### config.mk
export PLATFORM = sky130hd
export DESIGN_NAME = pipe_stage_elastic
export DESIGN_NICKNAME = d
export VERILOG_FILES = /design/src/rtl/riscp_pipe_pkg.sv /design/src/rtl/pipe_stage_elastic.sv
export SDC_FILE = /design/constraint.sdc
export NUM_CORES = 1
export LEC_CHECK = 0
export CORE_MARGIN = 1.5
export CORE_UTILIZATION = 43
export CTS_CLUSTER_SIZE = 30
export DETAILED_ROUTE_END_ITERATION = 10
export PLACE_DENSITY = 0.81
export SYNTH_ARGS = -nofsm -noshare
export SYNTH_HDL_FRONTEND = slang
export SYNTH_SLANG_ARGS = --single-unit
### constraint.sdc
create_clock -name clk -period 2.4 [get_ports clk]
set_input_delay 0.36 -clock clk [delete_from_list [all_inputs] [get_ports clk]]
set_output_delay 0.36 -clock clk [all_outputs]
set_load 0.01 [all_outputs]
### src/rtl/riscp_pipe_pkg.sv
// ---------------------------------------------------------------------------
// riscp_pipe_pkg
// Shared types for the IITB-RISC-23 elastic inter-stage registers.
//   pipe_state_t      : occupancy state of an elastic stage (EMPTY/ONE/FULL)
//   PIPE_OCC_W        : width of the occupancy count output
//   *_payload_t       : per-stage payload layouts; a stage packs its struct
//                       into the DATA_W vector handed to pipe_stage_elastic
//   occ_of_state      : maps a state to its entry count
// ---------------------------------------------------------------------------
package riscp_pipe_pkg;

    localparam int unsigned PIPE_OCC_W = 2;

    // Encoding doubles as the entry count: EMPTY=0, ONE=1, FULL=2.
    typedef enum logic [1:0] {
        EMPTY = 2'd0,
        ONE   = 2'd1,
        FULL  = 2'd2
    } pipe_state_t;

    // MEM/WB stage payload.
    typedef struct packed {
        logic        rf_we;
        logic [2:0]  rf_waddr;
        logic [1:0]  wb_sel;
        logic [15:0] alu_res;
        logic [15:0] mem_rdata;
        logic [15:0] pc2;
        logic [15:0] imm_eff;
    } mem_wb_payload_t;

    localparam int unsigned MEM_WB_PAYLOAD_W = $bits(mem_wb_payload_t);

    // EX/MEM stage payload.
    typedef struct packed {
        logic        rf_we;
        logic [2:0]  rf_waddr;
        logic [1:0]  wb_sel;
        logic        mem_we;
        logic        mem_re;
        logic [15:0] alu_res;
        logic [15:0] store_data;
        logic [15:0] pc2;
        logic [15:0] imm_eff;
    } ex_mem_payload_t;

    localparam int unsigned EX_MEM_PAYLOAD_W = $bits(ex_mem_payload_t);

    function automatic logic [PIPE_OCC_W-1:0] occ_of_state(pipe_state_t s);
        logic [PIPE_OCC_W-1:0] occ;
        unique case (s)
            EMPTY:   occ = 2'd0;
            ONE:     occ = 2'd1;
            FULL:    occ = 2'd2;
            default: occ = 2'd0;
        endcase
        return occ;
    endfunction

endpackage

### src/rtl/pipe_stage_elastic.sv
// ---------------------------------------------------------------------------
// pipe_stage_elastic
// Elastic pipeline register moving one packed payload per cycle downstream
// under a valid/ready handshake, with synchronous flush-to-NOP.
//
// Build option: define RISC_PIPE_SKID_EN for the 2-entry skid version
// (registered in_ready, occupancy 0..2). Without it the stage holds a single
// entry and in_ready = !out_valid || out_ready (combinational), which matches
// the old stall/flush register with stall = !out_ready.
//
// Parameters
//   DATA_W         payload width (>= 1)
//   CLEAR_ON_FLUSH 1: zero payload registers on flush; 0: only drop valid
// Ports
//   clk        in   clock, rising edge
//   rst_n      in   asynchronous active-low reset
//   flush      in   synchronous kill of all held entries (highest priority)
//   in_valid   in   upstream beat present
//   in_ready   out  stage can accept a beat
//   in_data    in   upstream payload
//   out_valid  out  downstream beat present
//   out_ready  in   downstream accepts
//   out_data   out  downstream payload (always the main register)
//   occupancy  out  entries held
// ---------------------------------------------------------------------------
module pipe_stage_elastic
    import riscp_pipe_pkg::*;
#(
    parameter int unsigned DATA_W         = 16,
    parameter bit          CLEAR_ON_FLUSH = 1'b1
) (
    input  logic                  clk,
    input  logic                  rst_n,
    input  logic                  flush,
    input  logic                  in_valid,
    output logic                  in_ready,
    input  logic [DATA_W-1:0]     in_data,
    output logic                  out_valid,
    input  logic                  out_ready,
    output logic [DATA_W-1:0]     out_data,
    output logic [PIPE_OCC_W-1:0] occupancy
);

    pipe_state_t       state_q;
    logic [DATA_W-1:0] main_q;
    logic              accept;
    logic              release_beat;

    assign accept       = in_valid && in_ready;
    assign release_beat = out_valid && out_ready;

    assign out_valid = (state_q != EMPTY);
    assign out_data  = main_q;

`ifdef RISC_PIPE_SKID_EN

    logic [DATA_W-1:0] skid_q;
    logic              in_ready_q;

    // in_ready_q always tracks (next state != FULL), so it is updated in every
    // branch that changes whether the next state is FULL.
    always_ff @(posedge clk or negedge rst_n) begin
        if (!rst_n) begin
            state_q    <= EMPTY;
            main_q     <= '0;
            skid_q     <= '0;
            in_ready_q <= 1'b1;
        end else if (flush) begin
            // A beat handshaken now is dropped; a release now has already
            // been sampled downstream, so nothing more to do for it.
            state_q    <= EMPTY;
            in_ready_q <= 1'b1;
            if (CLEAR_ON_FLUSH) begin
                main_q <= '0;
                skid_q <= '0;
            end
        end else begin
            unique case (state_q)
                EMPTY: begin
                    if (accept) begin
                        main_q  <= in_data;
                        state_q <= ONE;
                    end
                end
                ONE: begin
                    if (accept && release_beat) begin
                        main_q <= in_data;
                    end else if (accept) begin
                        skid_q     <= in_data;
                        state_q    <= FULL;
                        in_ready_q <= 1'b0;
                    end else if (release_beat) begin
                        state_q <= EMPTY;
                    end
                end
                FULL: begin
                    // in_ready is low here, so only a release can happen.
                    if (release_beat) begin
                        main_q     <= skid_q;
                        state_q    <= ONE;
                        in_ready_q <= 1'b1;
                    end
                end
                default: begin
                    state_q    <= EMPTY;
                    in_ready_q <= 1'b1;
                end
            endcase
        end
    end

    assign in_ready  = in_ready_q;
    assign occupancy = occ_of_state(state_q);

`else

    always_ff @(posedge clk or negedge rst_n) begin
        if (!rst_n) begin
            state_q <= EMPTY;
            main_q  <= '0;
        end else if (flush) begin
            state_q <= EMPTY;
            if (CLEAR_ON_FLUSH) begin
                main_q <= '0;
            end
        end else begin
            unique case (state_q)
                EMPTY: begin
                    if (accept) begin
                        main_q  <= in_data;
                        state_q <= ONE;
                    end
                end
                ONE: begin
                    // Accept in ONE implies out_ready, i.e. a simultaneous release.
                    if (accept) begin
                        main_q <= in_data;
                    end else if (release_beat) begin
                        state_q <= EMPTY;
                    end
                end
                default: begin
                    state_q <= EMPTY;
                end
            endcase
        end
    end

    assign in_ready  = !out_valid || out_ready;
    assign occupancy = {1'b0, (state_q == ONE)};

`endif

endmodule

==> run_1/pdn.png <==
(8 px per um) Pins as bars on the die edge. Tap cells in grey.
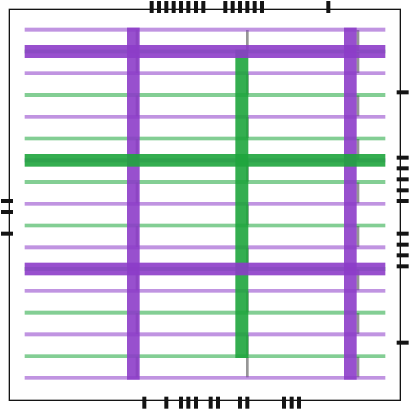
legend:
  VDD:
    colour: green
  VSS:
    colour: purple
signal pins: 41
rows: 16
met5 straps: 3
peak supply drop: 258.4 uV
Die Y-Extent: 48.71 um
Core Box Area: 1962 um2
Die Span X: 48.71 um

==> run_1/met3.png <==
(6 px per um) Cells faint in the background.
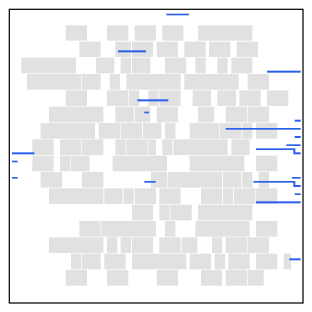
longest straight run: 12.2 um
share of all routed wire: 3.5%
nets with wire on the layer: 16
wire length on this layer: 66.9 um
main direction: horizontal
final wirelength: 1929 um
met3 GRT Util: 0.03086
detailed-route via count: 703

==> run_1/metal_stack.png <==
(8 px per um)
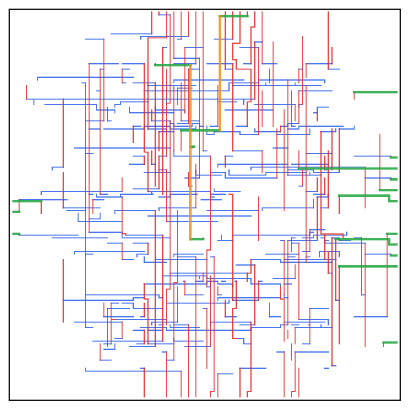
legend:
  met1:
    colour: blue
    wire_length: 865 um
  met2:
    colour: red
    wire_length: 962 um
  met3:
    colour: green
    wire_length: 66.9 um
  met4:
    colour: orange
    wire_length: 36.0 um
wire per inst: 13.58 um
GR Util All Layers: 0.1720

==> flow_summary.toml, run 1 <==
# physical design summary
[status]
status = "completed"

[cells_and_area]
regArea_um2 = 425.4
fin_nets = 137
final-instance-count-excl-fill = 142
fin_area_um2 = 1291

[yosys]
top_cell = "dfrtp_1"
ys_seq_frac = 0.4735
syn_area_per_cell_um2 = 11.09
ys_sh_adder = 0
syn-instance-count = 81
synth.area.top_cells = "dfrtp_1 47%, a21bo_1 13%, a21oi_2 12%"

[power_and_ir_drop]
power.share.switching = 0.2625
power_clock_mw = 0.151
clkPwrFrac = 0.249
pg_comb_mw = 0.148
seq_cell_power_mw = 0.310
seqPwrFrac = 0.509

[route]
route.met2.wl_um = 962

[global_route]
grt_use_met1 = 0.2229
first_global_vias = 665

[sta]
period_needed_ns = 1.847
finalSetupTns_ns = 0
max_slew_margin = 0.4998
fin_skew_ns = 0.002536

[worst_setup_path]
crit_family = "buffers and inverters"
critPathKind = "input port to output port"
crit_slowest_cell = "clkdlybuf4s50_1"

[placed_design]
place_congestion = 0.6753
port_buffers = 39

[clock_tree]
post_cts_resized = 0
cts-htree-levels = 1

[floorplanning]
nWellTaps = 27
die_area_um2 = 2372
==> run 1 -> run 2 <==
--- a/config.mk
+++ b/config.mk
@@ -6,10 +6,10 @@
 export NUM_CORES = 1
 export LEC_CHECK = 0
 export CORE_MARGIN = 1.5
-export CORE_UTILIZATION = 43
+export CORE_UTILIZATION = 36
 export CTS_CLUSTER_SIZE = 30
 export DETAILED_ROUTE_END_ITERATION = 10
-export PLACE_DENSITY = 0.81
+export PLACE_DENSITY = 0.72
 export SYNTH_ARGS = -nofsm -noshare
 export SYNTH_HDL_FRONTEND = slang
 export SYNTH_SLANG_ARGS = --single-unit
==> constraint.sdc (replaced) <==
create_clock -name clk -period 1.59 [get_ports clk]
set_input_delay 0.2385 -clock clk [delete_from_list [all_inputs] [get_ports clk]]
set_output_delay 0.2385 -clock clk [all_outputs]
set_load 0.01 [all_outputs]
==> run_2/final_clocks.png <==
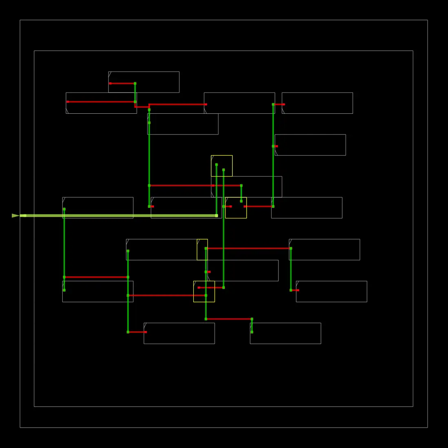
Num CTS Buffers: 3
clk sinks: 17
Seq Cell Count: 17

==> run 2 against run 1 <==
Against the previous run:
- largest cell class is now non-clock buffers
- largest power group unchanged
- combinational power rose by 53%
- highest routed layer is now met3
- count of clock-buffer cells in the layout rose by 1
- sequential power rose by 52%
- critical path depth fell by 2
- utilization fell by 8.1 points
- register-to-register slack got worse by 0.80 ns
- final cell count rose by 1.4%
- clock power rose by 46%
==> flow_summary.toml, run 2 <==
# physical design summary
[yosys]
async_flop_share = 1.000
synth.area.top_cells = "dfrtp_1 47%, a21bo_1 13%, a21oi_2 12%"
top_cell = "dfrtp_1"
syn-instance-count = 81

[route]
drt-total-wl_um = 1936
route.met2.wl_um = 969
wl_per_cell_um = 13.44

[floorplanning]
fp-utilization = 0.3947
nWellTaps = 28
pin_count = 41
die_w_um = 52.96
die_area_um2 = 2804
die-height_um = 52.96
rows = 17

[power_and_ir_drop]
power_leader = "sequential cells"
clkPwrFrac = 0.240
seqPwrFrac = 0.512
power_clock_mw = 0.220
seq_cell_power_mw = 0.470
pg_comb_mw = 0.227
peakVddDrop_uv = 408.2
power.share.switching = 0.2518

[worst_setup_path]
crit_cells = 1
crit_family = "buffers and inverters"
critPathKind = "flip-flop to output port"

[sta]
finalSetupTns_ns = 0
period_needed_ns = 1.491
fin_skew_ns = 0.006737

[cells_and_area]
largest_reg_flops = 16
fin_area_um2 = 1314
fin_nets = 138
final-instance-count-excl-fill = 144
regArea_um2 = 425.4

[status]
status = "completed"

[global_route]
first_global_vias = 760
grt_usage = 0.1622
met3_usage = 0.02825

[clock_tree]
cts-htree-levels = 1
root_buffer = "clkbuf_4"
post_cts_resized = 0

[placed_design]
place_congestion = 0.6703
port_buffers = 39
==> run 2 -> run 3 <==
--- a/config.mk
+++ b/config.mk
@@ -7,6 +7,7 @@
 export LEC_CHECK = 0
 export CORE_MARGIN = 1.5
 export CORE_UTILIZATION = 36
+export CTS_BUF_LIST = sky130_fd_sc_hd__clkbuf_16
 export CTS_CLUSTER_SIZE = 30
 export DETAILED_ROUTE_END_ITERATION = 10
 export PLACE_DENSITY = 0.72
==> run_3/final_clocks.png <==
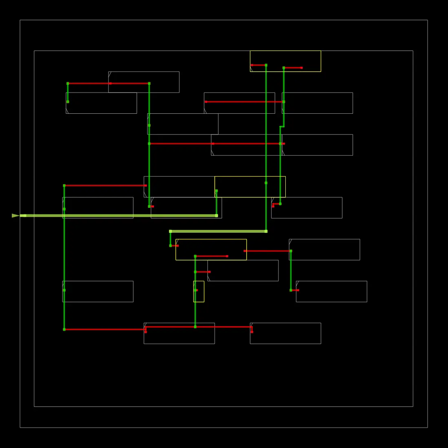
clk pwr: 0.491 mW
Layout Skew: 0.003631 ns
clkbuf count: 3
clk latency late pin: 0.25 ns

==> run 3 against run 2 <==
Against the previous run:
- utilization rose by 2.3 points
- sequential power hardly changed
- total power is 30% higher
- count of clock-buffer cells in the layout is 1 lower
- via count shrank 2.5%
- non-clock buffer count unchanged
- first-iteration DRC count rose by 10%
- design area grew 4.0%
- clock power grew 120%
- final cell count unchanged
- worst hold slack improved by 0.045 ns
==> flow_summary.toml, run 3 <==
# physical design summary
[clock_tree]
cts_sinks = 17
post_cts_resized = 0
cts_buffers = 3
root_buffer = "clkbuf_16"

[worst_setup_path]
slowest_delay_ns = 0.56
crit_family = "buffers and inverters"
critPathKind = "flip-flop to output port"
startpoint = "state_q[0]"

[sta]
period_needed_ns = 1.441
finalSetupTns_ns = 0

[power_and_ir_drop]
cellPowerDensity_nw_per_um2 = 870.7
seqPwrFrac = 0.397
power.share.switching = 0.2229
p_leak_nw = 0.5677
clkPwrFrac = 0.413
pg_comb_mw = 0.227
power_leader = "the clock network"

[cells_and_area]
regArea_um2 = 425.4
largest_reg_flops = 16
fin_area_um2 = 1366
final-instance-count-excl-fill = 144
seq_cell_count = 17

[global_route]
first_global_vias = 753
met3_usage = 0.04520
grt_usage = 0.1705

[route]
drc = 0
drt-total-wl_um = 2005
route.met2.wl_um = 1021
drt_pass1_iterations = 3

[status]
status = "completed"

[placed_design]
port_buffers = 39
place_congestion = 0.6703

[floorplanning]
die-height_um = 52.96
nWellTaps = 28
die_area_um2 = 2804
pin_count = 41
core_area_um2 = 2276
rows = 17
die_w_um = 52.96

[yosys]
syn-instance-count = 81
top_cell = "dfrtp_1"
synth.area.top_cells = "dfrtp_1 47%, a21bo_1 13%, a21oi_2 12%"
async_flop_share = 1.000

==> notes/layouts.md <==
Pictures saved along the way, in no particular order.

Signal wires on met2.
picture 1
(4 px per um)
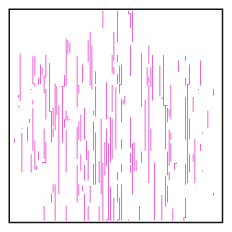
picture 2
(6 px per um)
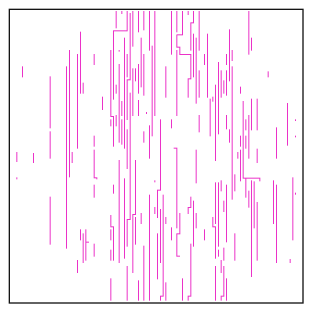
picture 1: run 2
picture 2: run 1
The one with the largest die is picture 1.

Key to picture 1:
main direction: vertical
wire length on this layer: 970 um
nets with wire on the layer: 116

No activity file was given, so power comes from the tool's default toggle rates.
